**Run 1: sequential cells colored by netlist name**

Other sequential cells in the stronger gray, the rest of the logic in the fainter gray.
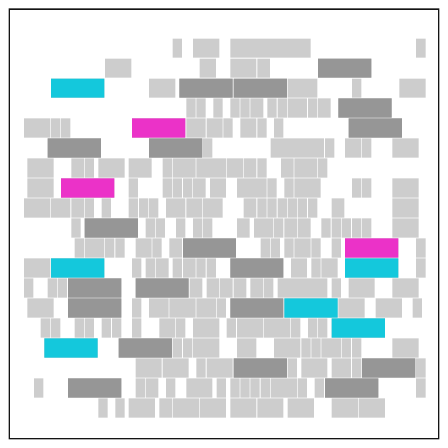
**Run 1: cell outlines without signal wires**

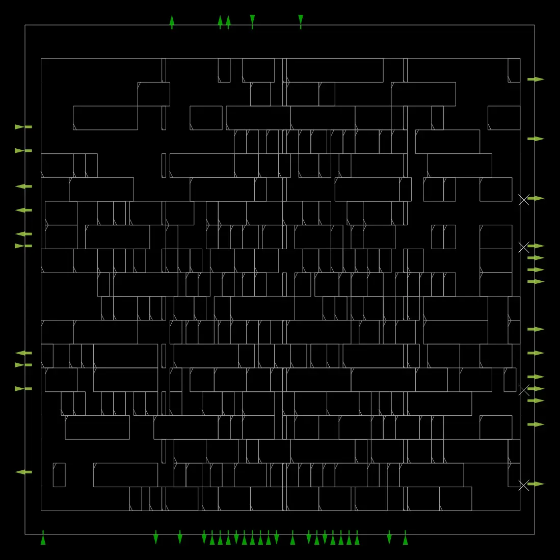
**Run 1: clock network drawn from the DEF**

The bar under the picture is 20 um long.
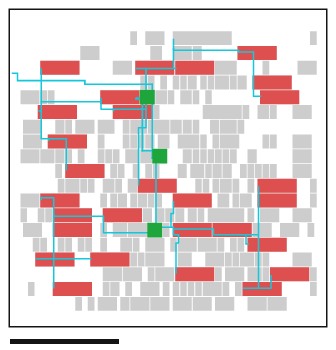
**src/rtl/intr85_pkg.sv**
```systemverilog
// Shared types and constants for the 8085 interrupt controller: source codes,
// restart vectors, FSM states, SIM/RIM bit positions and sampled-pin indices.
package intr85_pkg;

  typedef enum logic [2:0] {
    SRC_NONE = 3'd0,
    SRC_TRAP = 3'd1,
    SRC_R75  = 3'd2,
    SRC_R65  = 3'd3,
    SRC_R55  = 3'd4,
    SRC_INTR = 3'd5
  } src_t;

  typedef enum logic [1:0] {
    IDLE = 2'd0,
    REQ  = 2'd1,
    INTA = 2'd2,
    ACKD = 2'd3
  } state_t;

  localparam logic [15:0] VEC_TRAP = 16'h0024;
  localparam logic [15:0] VEC_R75  = 16'h003C;
  localparam logic [15:0] VEC_R65  = 16'h0034;
  localparam logic [15:0] VEC_R55  = 16'h002C;

  localparam int SIM_SOD = 7;
  localparam int SIM_SDE = 6;
  localparam int SIM_R75 = 4;
  localparam int SIM_MSE = 3;

  localparam int RIM_SID = 7;
  localparam int RIM_I75 = 6;
  localparam int RIM_I65 = 5;
  localparam int RIM_I55 = 4;
  localparam int RIM_IE  = 3;

  localparam int PIN_TRAP = 0;
  localparam int PIN_R75  = 1;
  localparam int PIN_R65  = 2;
  localparam int PIN_R55  = 3;
  localparam int PIN_INTR = 4;
  localparam int PIN_SID  = 5;

  // INTR and "none" have no internal restart address.
  function automatic logic [15:0] src_vec(input src_t s);
    case (s)
      SRC_TRAP: src_vec = VEC_TRAP;
      SRC_R75:  src_vec = VEC_R75;
      SRC_R65:  src_vec = VEC_R65;
      SRC_R55:  src_vec = VEC_R55;
      default:  src_vec = 16'h0000;
    endcase
  endfunction

endpackage

```
**src/rtl/edge_latch85.sv**
```systemverilog
// Rising-edge set latch with synchronous clear; i_set_wins chooses whether a
// same-cycle edge beats the clear. Used for TRAP and RST7.5.
module edge_latch85
  import intr85_pkg::*;
(
  input  logic clk,
  input  logic rst,
  input  logic i_lvl,
  input  logic i_clr,
  input  logic i_set_wins,
  output logic o_rise,
  output logic o_latch
);

  logic r_lvl_d;
  logic r_latch;

  assign o_rise  = i_lvl & ~r_lvl_d;
  assign o_latch = r_latch;

  always_ff @(posedge clk) begin
    if (rst) begin
      r_lvl_d <= 1'b0;
      r_latch <= 1'b0;
    end else begin
      r_lvl_d <= i_lvl;
      if (o_rise && (i_set_wins || !i_clr))
        r_latch <= 1'b1;
      else if (i_clr)
        r_latch <= 1'b0;
    end
  end

endmodule

```
**src/rtl/intr_ctrl85.sv**
```systemverilog
// 8085 interrupt arbiter/sequencer with SIM/RIM state and INTA handshake.
// Define INTR85_SYNC_EN to put a two-flop synchronizer on every pin.
module intr_ctrl85
  import intr85_pkg::*;
#(
  parameter int DATASIZE = 8,
  parameter int ADDRSIZE = 16
) (
  input  logic                clk,
  input  logic                rst,
  input  logic                trap,
  input  logic                rst75,
  input  logic                rst65,
  input  logic                rst55,
  input  logic                intr,
  input  logic                sid,
  input  logic                inst_done,
  input  logic                ie_set,
  input  logic                ie_clr,
  input  logic                sim_wr,
  input  logic [DATASIZE-1:0] sim_data,
  input  logic                int_ack,
  input  logic                inta_done,
  output logic                int_req,
  output logic                int_ext,
  output logic [ADDRSIZE-1:0] int_vec,
  output logic [2:0]          int_src,
  output logic [DATASIZE-1:0] rim_data,
  output logic                sod
);

  logic [5:0]          w_pins;
  logic [5:0]          r_samp;
  logic [2:0]          r_mask;
  logic                r_ie, r_ie_pend, r_ie_saved, r_show_saved, r_sod;
  state_t              r_state, w_state_nxt;
  src_t                r_src, w_src_nxt, w_win;
  logic                r_req, w_req_nxt, r_ext, w_ext_nxt;
  logic [ADDRSIZE-1:0] r_vec, w_vec_nxt;
  logic                w_trap_rise, w_trap_latch, w_r75_rise, w_r75_latch;
  logic                w_ack, w_trap_ack, w_r75_ack, w_sim_clr75;
  logic [DATASIZE-1:0] w_rim;
  logic                w_unused_sim, w_unused_r75_rise;

  assign w_pins = {sid, intr, rst55, rst65, rst75, trap};

`ifdef INTR85_SYNC_EN
  logic [5:0] r_meta;
  always_ff @(posedge clk) begin
    if (rst) begin
      r_meta <= '0;
      r_samp <= '0;
    end else begin
      r_meta <= w_pins;
      r_samp <= r_meta;
    end
  end
`else
  always_ff @(posedge clk) begin
    if (rst) r_samp <= '0;
    else     r_samp <= w_pins;
  end
`endif

  assign w_ack       = (r_state == REQ) && int_ack;
  assign w_trap_ack  = w_ack && (r_src == SRC_TRAP);
  assign w_r75_ack   = w_ack && (r_src == SRC_R75);
  assign w_sim_clr75 = sim_wr && sim_data[SIM_R75];

  // TRAP is level-qualified: releasing the pin forgets the edge.
  edge_latch85 u_trap (
    .clk(clk), .rst(rst), .i_lvl(r_samp[PIN_TRAP]),
    .i_clr(~r_samp[PIN_TRAP] | w_trap_ack), .i_set_wins(1'b0),
    .o_rise(w_trap_rise), .o_latch(w_trap_latch)
  );

  // A new RST7.5 edge survives a SIM reset but not its own acknowledge.
  edge_latch85 u_r75 (
    .clk(clk), .rst(rst), .i_lvl(r_samp[PIN_R75]),
    .i_clr(w_r75_ack | w_sim_clr75), .i_set_wins(~w_r75_ack),
    .o_rise(w_r75_rise), .o_latch(w_r75_latch)
  );

  always_comb begin
    w_win = SRC_NONE;
    if (w_trap_latch && r_samp[PIN_TRAP])           w_win = SRC_TRAP;
    else if (w_r75_latch && !r_mask[2] && r_ie)     w_win = SRC_R75;
    else if (r_samp[PIN_R65] && !r_mask[1] && r_ie) w_win = SRC_R65;
    else if (r_samp[PIN_R55] && !r_mask[0] && r_ie) w_win = SRC_R55;
    else if (r_samp[PIN_INTR] && r_ie)              w_win = SRC_INTR;
  end

  always_comb begin
    w_state_nxt = r_state;
    w_req_nxt   = r_req;
    w_src_nxt   = r_src;
    w_vec_nxt   = r_vec;
    w_ext_nxt   = r_ext;
    case (r_state)
      IDLE: if (inst_done && (w_win != SRC_NONE)) begin
        w_state_nxt = REQ;
        w_req_nxt   = 1'b1;
        w_src_nxt   = w_win;
        w_vec_nxt   = ADDRSIZE'(src_vec(w_win));
        w_ext_nxt   = (w_win == SRC_INTR);
      end
      REQ: if (int_ack) begin
        w_req_nxt   = 1'b0;
        w_state_nxt = r_ext ? INTA : ACKD;
      end else if ((r_src == SRC_TRAP) && !w_trap_latch) begin
        w_state_nxt = IDLE;
        w_req_nxt   = 1'b0;
        w_src_nxt   = SRC_NONE;
        w_vec_nxt   = '0;
        w_ext_nxt   = 1'b0;
      end else if (w_trap_rise && (r_src != SRC_TRAP)) begin
        w_src_nxt   = SRC_TRAP;
        w_vec_nxt   = ADDRSIZE'(VEC_TRAP);
        w_ext_nxt   = 1'b0;
      end
      INTA: if (inta_done) w_state_nxt = ACKD;
      ACKD: begin
        w_state_nxt = IDLE;
        w_src_nxt   = SRC_NONE;
        w_vec_nxt   = '0;
        w_ext_nxt   = 1'b0;
      end
      default: w_state_nxt = IDLE;
    endcase
  end

  always_ff @(posedge clk) begin
    if (rst) begin
      r_state <= IDLE;
      r_req   <= 1'b0;
      r_src   <= SRC_NONE;
      r_vec   <= '0;
      r_ext   <= 1'b0;
    end else begin
      r_state <= w_state_nxt;
      r_req   <= w_req_nxt;
      r_src   <= w_src_nxt;
      r_vec   <= w_vec_nxt;
      r_ext   <= w_ext_nxt;
    end
  end

  // EI takes effect one instruction late; DI and acknowledge act immediately.
  always_ff @(posedge clk) begin
    if (rst) begin
      r_mask       <= 3'b111;
      r_sod        <= 1'b0;
      r_ie         <= 1'b0;
      r_ie_pend    <= 1'b0;
      r_ie_saved   <= 1'b0;
      r_show_saved <= 1'b0;
    end else begin
      if (sim_wr && sim_data[SIM_MSE]) r_mask <= sim_data[2:0];
      if (sim_wr && sim_data[SIM_SDE]) r_sod  <= sim_data[SIM_SOD];
      if (ie_clr) begin
        r_ie      <= 1'b0;
        r_ie_pend <= 1'b0;
      end else begin
        if (inst_done && r_ie_pend) begin
          r_ie      <= 1'b1;
          r_ie_pend <= 1'b0;
        end
        if (ie_set) r_ie_pend <= 1'b1;
      end
      if (w_ack) r_ie <= 1'b0;
      if (w_trap_ack) begin
        r_ie_saved   <= r_ie;
        r_show_saved <= 1'b1;
      end else if (ie_set || ie_clr) begin
        r_show_saved <= 1'b0;
      end
    end
  end

  always_comb begin
    w_rim          = '0;
    w_rim[RIM_SID] = r_samp[PIN_SID];
    w_rim[RIM_I75] = w_r75_latch;
    w_rim[RIM_I65] = r_samp[PIN_R65];
    w_rim[RIM_I55] = r_samp[PIN_R55];
    w_rim[RIM_IE]  = r_show_saved ? r_ie_saved : r_ie;
    w_rim[2:0]     = r_mask;
  end

  assign w_unused_sim      = ^sim_data;
  assign w_unused_r75_rise = w_r75_rise;

  assign int_req  = r_req;
  assign int_ext  = r_ext;
  assign int_vec  = r_vec;
  assign int_src  = r_src;
  assign rim_data = w_rim;
  assign sod      = r_sod;

endmodule

```
**config.mk**
```make
export PLATFORM = sky130hd
export DESIGN_NAME = intr_ctrl85
export DESIGN_NICKNAME = d
export VERILOG_FILES = /design/src/rtl/intr85_pkg.sv /design/src/rtl/edge_latch85.sv /design/src/rtl/intr_ctrl85.sv
export SDC_FILE = /design/constraint.sdc
export NUM_CORES = 1
export LEC_CHECK = 0
export ABC_AREA = 1
export CAP_MARGIN = 25
export CORE_MARGIN = 1.5
export CORE_UTILIZATION = 48
export CTS_CLUSTER_DIAMETER = 30
export CTS_CLUSTER_SIZE = 12
export DETAILED_ROUTE_END_ITERATION = 12
export PLACE_DENSITY = 0.94
export SETUP_SLACK_MARGIN = 0.3
export SYNTH_ARGS = -nofsm -noshare
export SYNTH_HDL_FRONTEND = slang
export SYNTH_HIERARCHICAL = 1
export SYNTH_SLANG_ARGS = --single-unit
```
**constraint.sdc**
```tcl
create_clock -name clk -period 3.8 [get_ports clk]
set_input_delay 0.76 -clock clk [delete_from_list [all_inputs] [get_ports clk]]
set_output_delay 0.76 -clock clk [all_outputs]
set_load 0.01 [all_outputs]
```
==> results.py, run 1 <==
# Auto-generated metrics
metrics = {
    "outcome": {
        "status": "finished with violations",
        "violations": "DRC",
    },
    "global_route": {
        "gr-usage-all-layers_pct": 16.5,
        "grt_pass1_vias": 1132,
        "grt_pass1_wl_um": 4400,
        "grt_overflow": 0,
        "grt_max_degree": 19,
        "antenna_found_initial": 0,
    },
    "pwr": {
        "power_combinational_w": 0.0000979,
        "p_int_w": 0.000463,
        "swShare_pct": 23.3,
        "seq_power_share_pct": 51.9,
        "leakage_nw": 0.868,
        "ir_drop_v": 0.000159,
        "maxPowerGroup": "sequential cells",
        "p_per_area_nw_per_um2": 325,
        "p_seq_w": 0.000313,
    },
    "worst_setup_path": {
        "slowest_delay_ns": 0.57,
        "cp_slowest_cell": "clkdlybuf4s50_1",
        "crit_path_end_kind": "output pin",
        "r2r-start": "r_state[0]",
        "path_cells": "inv_1 > o21ai_0 > clkdlybuf4s50_1",
        "r2r_end": "u_trap/o_latch",
        "endpoint": "rim_data[3]",
        "setup.worst_path.start": "r_ie",
        "startpoint_type": "flop",
        "cp_max_fo": 6,
    },
    "min_path": {
        "hp-class": "reg2reg",
        "hp-start": "r_samp[1]",
        "holdPathEnd": "u_r75/r_lvl_d",
    },
    "clock_tree": {
        "ctsLongestPathBuffers": 2,
        "root_buffer": "clkbuf_4",
        "postCtsHoldBufs": 0,
        "cts_setup_buffers": 0,
        "cts_tree": "built",
        "htreeDepth": 1,
    },
    "cells_and_area": {
        "num_antenna_cells": 0,
        "clock_buffer_count": 3,
        "sh_comb_area_pct": 36.0,
        "most-common-layout-cells": "nand2_1, clkdlybuf4s50_1, inv_1, dfxtp_1, nor2_1",
        "inv_count": 39,
        "lay_top_count": "nand2_1",
        "logic_area_um2": 668,
        "regArea_um2": 561,
        "largest_cell_class": "combinational gates",
        "nNetsFinal": 263,
        "clkCellAreaFrac_pct": 2.83,
    },
    "routing": {
        "totalWireLength_um": 2540,
        "drc": 4,
        "ant_nets": 0,
        "vias": 1231,
        "vias_per_cell": 4.54,
        "wire_per_inst_um": 9.36,
        "dr.pass1.iters": 8,
        "drtIter0Drc": 32,
    },
    "final_timing": {
        "finalCriticalPeriod_ns": 2.38,
        "hold_slack_ns": 0.431,
        "setup_viol": 0,
        "final_max_slew_viol_count": 0,
        "fin_tns_setup_ns": 0,
        "finalCritPeriodShare_pct": 62.7,
        "rsz0062_at_grt": "no",
    },
    "placed_design": {
        "routabilityCongestion": 0.835,
        "dpl.hpwl_um": 2060,
        "io_buffers": 38,
        "postPlaceCellArea_um2": 1800,
        "dp.cells": 267,
    },
    "synth": {
        "ys_warn_count": 6,
        "avgSynthCellArea_um2": 7.21,
        "syn_inst": 203,
        "synth_area_um2": 1460,
    },
    "floorplan": {
        "dieHeight_um": 58.2,
        "num_rows": 19,
        "dieArea_um2": 3390,
        "fp_util_pct": 51.7,
        "tap-cell-count": 31,
    },
    "flow_run": {
        "timing.max_cap.violations": 0,
    },
}
## Picture notes: 'sequential cells colored by netlist name'
color	netlist name	sequential cells
cyan	r_samp	6
magenta	int_src	3
not colored	19

## Picture notes: 'cell outlines without signal wires'
Seq cells: 28
non-filler cells, final: 271
Core Area: 2830 um2
sequential share of cell area: 30.2%

## Picture notes: 'clock network drawn from the DEF'
[cyan] clock wires | length: 298 um
[red] flip-flops | count: 28
[green] cells driving clock nets | count: 3
routed clock nets	4
Clock power frac: 31.9%
clk pwr: 0.000192 W
clk_skew: 0.00352 ns
Insertion Delay late pin: 0.32 ns

[run 1: layer usage]
layer	routed length [um]	up-vias	track usage, %
li1	-	662	-
met1	1170	537	19.1
met2	1250	28	30.5
met3	94	4	2.46
met4	23	0	5.98
met5	0	-	0
[run 1: worst max-delay path: cells and delay by family (launching register included)]
family          cells  cell delay [ns]
compound gates      1             0.15
buf+inv             2             0.66
flops               1             0.49
[run 1: per-stage QoR]
step	total power (W)	util [%]	setup WS, ns
floorplan	0.000384	-	2.28
global placement	0.000416	63.8	1.71
detailed placement	0.000418	63.8	1.71
CTS	0.000609	65.6	1.39
global route	0.000632	65.6	1.32
finish	0.000603	65.6	1.42
[run 1: sequential cells by signal, summed over array words and instances (netlist names), 3 cells and up, named ones only]
name and flops:
r_samp 6, int_src 3, int_vec 3, r_mask 3
==> run 1 -> run 2 <==
Settings changed: CORE_UTILIZATION 48 to 44, PLACE_DENSITY 0.94 to 0.88.
Clock period 3.8 ns to 2.2 ns, I/O delays scaled along.
**Run 2: signal wires by layer**

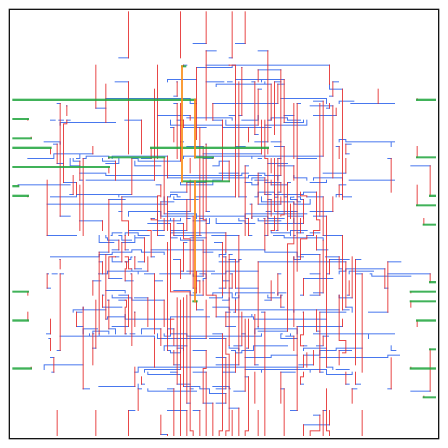
color	layer	wire length
orange	met4	41.5 um
blue	met1	1230 um
red	met2	1450 um
green	met3	119 um

**Run 2: clock network drawn from the DEF**

The bar under the picture is 20 um long.
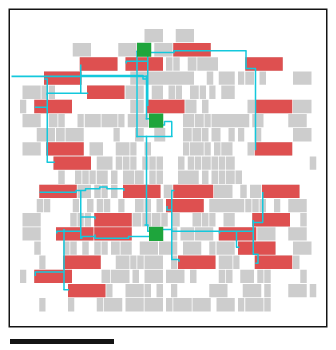
Clock power frac: 32.2%
clk_skew: 0.0134 ns

==> run 2 against run 1 <==
The run now ends clean. Register-to-register slack lost 1.6 ns. Critical path depth is the same. Final area grew 0.88%. Wire length grew 12%. Utilization shrank 5.3 points. Sequential cell count is the same. Global-route usage grew 0.20 points. Total power grew 74%. Critical path type unchanged. Critical endpoint unchanged. Largest cell class unchanged. Largest power group unchanged.
==> results.py, run 2 <==
# Auto-generated metrics
metrics = {
    "placed_design": {
        "io_buffers": 38,
        "dp.cells": 280,
        "postPlaceCellArea_um2": 1820,
        "routabilityCongestion": 0.861,
        "dp_slack_ns": 0.377,
    },
    "clock_tree": {
        "htreeDepth": 1,
        "ctsLongestPathBuffers": 2,
        "root_buffer": "clkbuf_4",
        "clock_latency_ns": 0.34,
        "cts_tree": "built",
        "cts_setup_buffers": 0,
        "postCtsHoldBufs": 0,
    },
    "final_timing": {
        "finalCriticalPeriod_ns": 1.80,
        "setup_viol": 0,
        "rsz0062_at_grt": "no",
        "setup_ws_ns": 0.399,
        "fin_tns_setup_ns": 0,
        "finalCritPeriodShare_pct": 81.9,
    },
    "routing": {
        "ant_nets": 0,
        "route.met2.wl_um": 1450,
        "wl_met1_um": 1230,
        "dr_wl_met3_um": 118,
        "totalWireLength_um": 2830,
        "dr.pass1.iters": 4,
        "drtIter0Drc": 37,
        "drc": 0,
        "dr.max_layer_used": "met4",
        "wire_per_inst_um": 9.97,
        "vias": 1264,
    },
    "worst_setup_path": {
        "startpoint_type": "flop",
        "slowest_delay_ns": 0.43,
        "critPathTopFamily": "flip-flops",
        "path_cells": "inv_1 > o21ai_0 > dlygate4sd2_1",
        "path_buffers": 2,
        "cp_slowest_cell": "dfxtp_2",
    },
    "pwr": {
        "maxPowerGroup": "sequential cells",
        "swShare_pct": 23.8,
        "p_seq_w": 0.000542,
        "ir_drop_v": 0.000307,
        "p_per_area_nw_per_um2": 560,
        "finalPower_w": 0.00105,
        "p_int_w": 0.000799,
    },
    "global_route": {
        "grt_overflow": 0,
        "grt_pass1_wl_um": 4600,
        "grt_max_degree": 17,
        "antenna_found_initial": 0,
    },
    "min_path": {
        "hp-class": "reg2reg",
    },
    "cells_and_area": {
        "largest_reg_flops": 6,
        "nNetsFinal": 263,
        "top_register": "r_samp",
        "num_antenna_cells": 0,
        "lay_top_count": "nand2_1",
        "finalNonFillerCells": 284,
    },
    "floorplan": {
        "dieHeight_um": 60.7,
        "dieArea_um2": 3680,
        "fp_util_pct": 47.2,
    },
    "synth": {
        "syn_inst": 203,
        "synth_area_um2": 1460,
        "avgSynthCellArea_um2": 7.21,
    },
    "flow_run": {
        "timing.max_cap.violations": 0,
    },
    "outcome": {
        "status": "finished, final reports clean",
    },
}
**Run 2: cell outlines without signal wires**

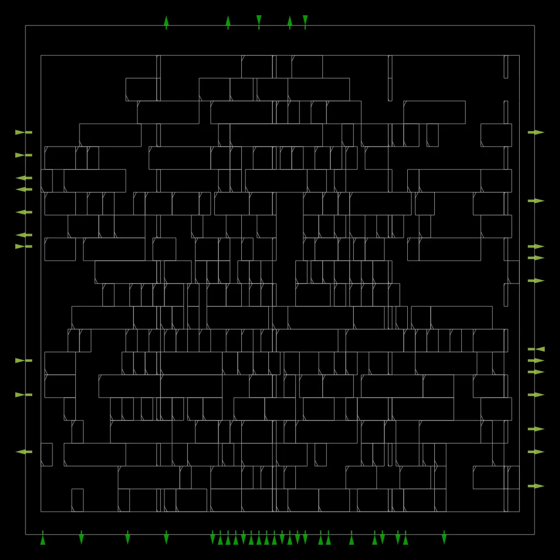
post-layout util: 60.4%
row count: 20

-- run 2: area by class of cell --
cell class                 instances  area (um2)
clock buffer                       3        22.5
clock inverter                     1        30.0
inverter                          39         149
sequential                        28         562
multi-input combinational        130         668
timing repair buffer              39         387
tap                               44        55.1
fill                             312        1230
-- run 2: per-layer routing --
layer  global-route usage, %  up-vias
met5                       0        -
met4                    5.59        0
met3                    2.99        6
met2                    30.3       29
met1                    19.8      565
li1                        -      664
-- run 2: worst paths after layout --
check	start	endpoint	slack, ns	depth (start not counted)
hold reg to reg	r_samp[1]	u_r75/r_lvl_d	0.44	2
setup / recovery	r_ie	rim_data[3]	0.40	3
setup reg to reg	r_state[0]	u_trap/o_latch	0.78	9
hold / removal	r_samp[1]	u_r75/r_lvl_d	0.44	2
No activity file was given, so power comes from the tool's default toggle rates.
